File: src/rtl/dmem_copy_engine.sv
// Block-copy master for the 256x8 data memory: moves len bytes src->dst, ascending.
// Ports: clk, rst (async, active-low), start/src/dst/len request; busy/done/err status;
// mem_a/mem_wd/mem_we/mem_rd memory port. Optional csum output under DMEM_COPY_CHECKSUM_EN.
module dmem_copy_engine #(
    parameter int ADDR_W = 8,
    parameter int DATA_W = 8
) (
    input  logic              clk,
    input  logic              rst,
    input  logic              start,
    input  logic [ADDR_W-1:0] src,
    input  logic [ADDR_W-1:0] dst,
    input  logic [ADDR_W-1:0] len,
    output logic              busy,
    output logic              done,
    output logic              err,
    output logic [ADDR_W-1:0] mem_a,
    output logic [DATA_W-1:0] mem_wd,
    output logic              mem_we,
    input  logic [DATA_W-1:0] mem_rd
`ifdef DMEM_COPY_CHECKSUM_EN
    ,
    output logic [DATA_W-1:0] csum
`endif
);

    typedef enum logic [1:0] {
        IDLE,
        READ,
        WRITE,
        DONE
    } state_t;

    state_t state;
    state_t state_nxt;

    logic [ADDR_W-1:0] src_r;
    logic [ADDR_W-1:0] dst_r;
    logic [ADDR_W-1:0] len_r;
    logic [ADDR_W-1:0] idx;
    logic [DATA_W-1:0] data_r;

    logic              accept;
    logic              ro_hit;
    logic [ADDR_W-1:0] idx_inc;
    logic [ADDR_W-1:0] rd_addr;
    logic [ADDR_W-1:0] wr_addr;

    assign accept  = (state == IDLE) && start;
    assign idx_inc = idx + ADDR_W'(1);
    assign rd_addr = src_r + idx;
    assign wr_addr = dst_r + idx;
    // Top address is the memory's read-only cell.
    assign ro_hit  = (wr_addr == '1);

    always_ff @(posedge clk or negedge rst) begin
        if (!rst) begin
            state <= IDLE;
        end else begin
            state <= state_nxt;
        end
    end

    always_ff @(posedge clk or negedge rst) begin
        if (!rst) begin
            src_r  <= '0;
            dst_r  <= '0;
            len_r  <= '0;
            idx    <= '0;
            data_r <= '0;
            err    <= 1'b0;
`ifdef DMEM_COPY_CHECKSUM_EN
            csum   <= '0;
`endif
        end else begin
            if (accept) begin
                src_r <= src;
                dst_r <= dst;
                len_r <= len;
                idx   <= '0;
                err   <= 1'b0;
`ifdef DMEM_COPY_CHECKSUM_EN
                csum  <= '0;
`endif
            end
            if (state == READ) begin
                data_r <= mem_rd;
`ifdef DMEM_COPY_CHECKSUM_EN
                csum   <= csum ^ mem_rd;
`endif
            end
            if (state == WRITE) begin
                idx <= idx_inc;
                if (ro_hit) begin
                    err <= 1'b1;
                end
            end
        end
    end

    always_comb begin
        state_nxt = state;
        busy      = 1'b0;
        done      = 1'b0;
        mem_a     = '0;
        mem_wd    = '0;
        mem_we    = 1'b0;
        unique case (state)
            IDLE: begin
                if (start) begin
                    state_nxt = (len != '0) ? READ : DONE;
                end
            end
            READ: begin
                busy      = 1'b1;
                mem_a     = rd_addr;
                state_nxt = WRITE;
            end
            WRITE: begin
                busy      = 1'b1;
                mem_a     = wr_addr;
                mem_wd    = data_r;
                mem_we    = !ro_hit;
                state_nxt = (idx_inc == len_r) ? DONE : READ;
            end
            DONE: begin
                done      = 1'b1;
                state_nxt = IDLE;
            end
            default: begin
                state_nxt = IDLE;
            end
        endcase
    end

endmodule

File: config.mk
export PLATFORM = sky130hd
export DESIGN_NAME = dmem_copy_engine
export DESIGN_NICKNAME = d
export VERILOG_FILES = /design/src/rtl/dmem_copy_engine.sv
export SDC_FILE = /design/constraint.sdc
export NUM_CORES = 1
export LEC_CHECK = 0
export CORE_AREA = 5 5 80 82
export CTS_CLUSTER_DIAMETER = 120
export DETAILED_ROUTE_END_ITERATION = 16
export DIE_AREA = 0 0 85 87
export HOLD_SLACK_MARGIN = 0.12
export PLACE_DENSITY = 0.87
export SLEW_MARGIN = 20
export SYNTH_ARGS = -nofsm -noshare
export SYNTH_HDL_FRONTEND = slang
export SYNTH_SLANG_ARGS = --single-unit
export TNS_END_PERCENT = 100
File: constraint.sdc
create_clock -name clk -period 4.65 [get_ports clk]
set_clock_uncertainty 0.1 [all_clocks]
set_input_delay 1.1625 -clock clk [delete_from_list [all_inputs] [get_ports clk]]
set_output_delay 1.1625 -clock clk [all_outputs]
set_load 0.05 [all_outputs]
==> summary.txt <==
Update from the flow run.

The run finished with clean final reports. The worst VDD IR drop from the latest analysis is 0.000307 V. The count of instances resized after the clock tree is built is 0. The global-route usage over all layers is 17.3%.

The first global-routing pass estimated roughly 10000 um of wire. The number of antenna violations at the first check in global routing was 0. The pin count of the biggest net entering global routing is 44.

The floorplan report lists the tap cell count as ~75. At the worst endpoint, the arrival time is 3130 ps. The number of cells reported by Yosys stat comes to 256.

For reference, the top cells by count after synthesis are dfrtp_1, mux2_2, ha_1. The worst-margin pin slew is 936 ps. STA classifies the critical path startpoint as a flop. The number of instances in the synthesized netlist is 256. Once detailed placement completed, the half-perimeter wirelength came to 4510 um. The I/O pin total is 55. The launch point of the worst min-delay path is recorded as data_r[1]. The number of ordinary inverters in the final layout is 5. The clock passes through at most 2 buffers. After routing, the total negative slack on setup checks comes to 0 ps. The setup slack after placement is 446 ps. The post-synth tally of flip-flops with integrated enable is 0. For this run the top cell type by instance count after synthesis was dfrtp_1. The TritonCTS clock tree is built. The worst setup slack for register-to-register paths is 1920 ps. The global placement routability congestion is ~0.83. The area of the die is 0.00740 sq mm. The area recorded from the Yosys report for this design is 0.00269 sq mm. The placed instance count is 377. The reported sequential group power is 0.000675 W. The combinational logic power is 0.00141 W. The number of multi-input logic gates is 198.

The layout buffer count excluding clock buffers is 56. The detailed-routing wirelength on met1 is 2590 um. The final timing report gives a worst setup slack of 260 ps. The cell class with the largest area share is logic gates.

Sequential cells account for about 28% of the total power. The number of antenna repair diodes is 0. The main area contributors are dfrtp_1, mux2_2, ha_1, xnor2_1, xor2_1. The buffer cell driving the clock tree root is clkbuf_8. Global routing finished with a remaining overflow of 0. The switching portion of total power comes to 45.1%. The library cell used most frequently in the layout, excluding fill and tap cells, is clkdlybuf4s50_1. The end of the critical path is mem_a[4]. The total placed instance area is 0.00329 sq mm. Of the total power, the clock network draws 12.0%. The flow reported a cell area power density of between 600 and 700 mW/mm^2.

The fraction of layout instances using a drive strength above 1 is 14.6%. The count of synthesis-stage warnings from yosys is 0. Per the run summary, max-cap violations total 0. Per the post-synthesis stats, the area per cell is 10.5 sq um. By instance count after routing, the leading logic cell types are clkdlybuf4s50_1, dfrtp_1, mux2_2. The number of cells in the finished layout apart from fillers is 384. The multi-input gate area in the final layout is ~0.0015 sq mm. The tally of unique sky130hd cells used after synthesis is 38. Headroom to the max-slew limit came out at 37.6%.

Summed over all nets, wire length on met2 after detailed routing comes to 3230 um. Along the worst hold path, the cell count comes to 1. The required time reported for the critical path endpoint is 3390 ps. Hold timing on the final database bottoms out at a slack of 404 ps.

The filler cell count in the final layout is 513. The sequential cell count is 43. The clock network consumes a total of 0.000285 W. The die extent in y is 87 um.

The highest layer used for signal routing is met4. The leakage power figure is 1.48 nW. The synthesis-stage register bit count is 43. In the detailed route, the total length drawn on met3 is 252 um. Per the TritonCTS log, the buffer count is 5. The number of hold violations in the final report is 0.

The register area is 0.00108 sq mm. The number of nets in the synthesized netlist is 313. The capture point of the worst reg-to-reg path is state[1]. For hold timing, the worst endpoint is data_r[1].

The wire length per cell is roughly 16 um. The number of antenna-violating nets in the routed design is 0. The clock-pin slew on the worst setup and hold paths is approximately 80 ps. The first-pass iteration count of the detailed router is 4. The area share of the largest cell type after synthesis is 40.0%.

The switching power total is between 0.001 and 0.0015 W. The count of port buffers added during placement is 54. Per the OpenROAD floorplan log, the width of the die is 85 um. Setup repair after global routing left no endpoint under its margin.

The layout buffering overhead excluding clock cells is between 15 and 20%. The post-detailed-route via-to-cell ratio is 5.41. In this run the layout overhead on the synthesized area is reported as 26.5%. The mapped netlist covers 0.00269 sq mm. The biggest power consumer among the groups is combinational logic. The total design power is 0.00237 W. The fraction of area in multi-input gates is between 40 and 50%. The fraction of the yosys area taken by sequential cells is 40.0%. The maximum level of the CTS H-tree is 2. The dominant register cell is dfrtp_1. The internal power of the cells is 0.00130 W.

In the routed design, unresolved DRC markers number 0. The worst setup path is captured at an output port. Of all nets on the critical path, the largest fanout is 7. OpenSTA lists the critical path startpoint as idx[0]. dfrtp_1 takes more of the synthesized area than any other cell.

Yosys reported that registers with async set or reset make up 100%. Per the repair_timing log after CTS, setup buffers inserted total 0. The final critical delay including setup and external delays is 4390 ps. The setup-violating endpoint count in the final report is 0. The report puts the cell count of the worst reg-to-reg path at 7. The worst setup path is of the reg -> out kind. The number of clock sinks seen by CTS is roughly 43.
## critical path, cell delays in order, from the launching register on
cell and delay, ps:
dfrtp_1 490, ha_1 260, fa_1 420, a21o_1 170
a21oi_1 270, xnor2_1 160, a22oi_1 90, nor2b_1 160
clkdlybuf4s50_1 810
## state kept, by name, summed over array words and instances (netlist names)
name and count:
src_r 8, dst_r 8, err 1, len_r 8
idx 8, state 2, data_r 8
## kinds of logic after synthesis
group                    count (synthesis)  share of synthesized area (%)
AND-OR/OR-AND                           45                           11.1
AND/OR/NAND/NOR                         71                           13.1
buffers and inverters                   15                           2.42
XOR/XNOR                                28                           9.12
multiplexers                            32                           13.4
flip-flops                              43                           40.0
adder cells (fa/ha/maj)                 22                           10.8
Cells coloured by class:
Scale bar: 20 um. Fill, decap, tap and diode cells in grey.
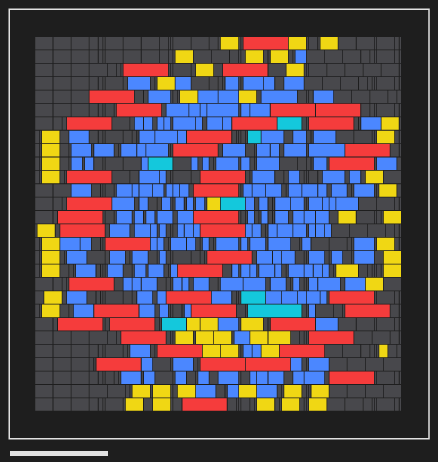
remaining logic cells -> blue  # cells 203, share of their area 47%
remaining buffers and delay cells -> yellow  # cells 56, share of their area 17%
sequential cells -> red  # cells 43, share of their area 33%
clock drivers and dummy loads -> cyan  # cells 7, share of their area 3.2%
final instance area: 0.00340 sq mm
fraction of standard cell area that is sequential: 31.7%
number of rows created at floorplan: 28
core outline area: 0.00568 sq mm

Local utilization:
The die is cut into 8 by 9 equal tiles; white is low, dark blue is high, 0 to 100% covered.
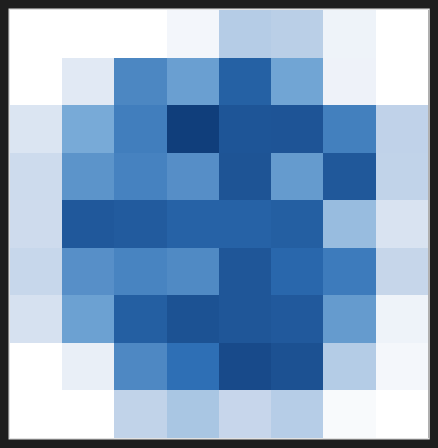
tiles over 75% full = 26%
nearly empty tiles = 14%
mean over tiles = 45%
densest ninth of the die = centre
fullest tile = 94%
emptiest ninth of the die = upper left
effective utilization at floorplan: 47.4%
fin util: 59.9%

Metal 1:
Supply wires on this layer in grey.
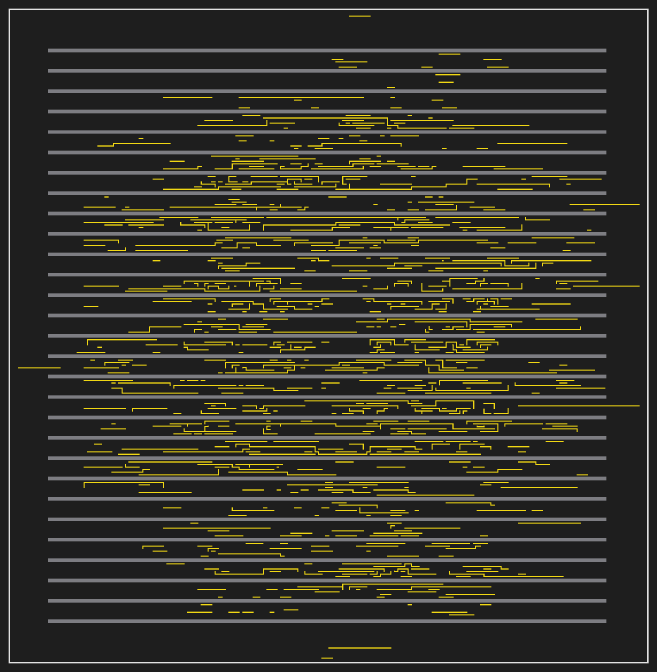
wire length on this layer = 2590 um
main direction = horizontal
nets with wire on the layer = 325

Congestion heat map:
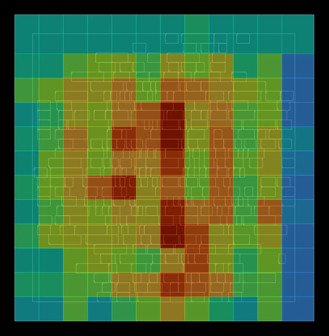
met3 Usage GRT: 3.97%
met2 layer usage reported by global route: 31.5%
most heavily used metal layer in global routing: met2

M4 wires:
Scale bar: 20 um. Supply wires on this layer in grey.
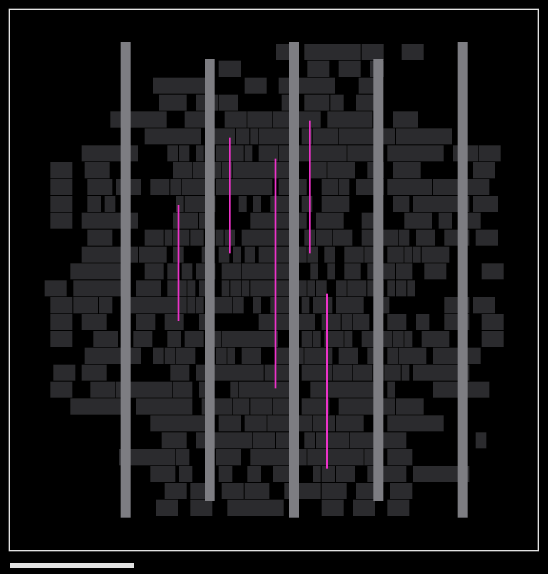
main direction = vertical
nets with wire on the layer = 5
longest straight run = 36.7 um
share of all routed wire = 2.0%
total vias in the final route: 2078
routed wire length: 6190 um

Power figures rest on the tool's default switching activity, not on a simulated workload.
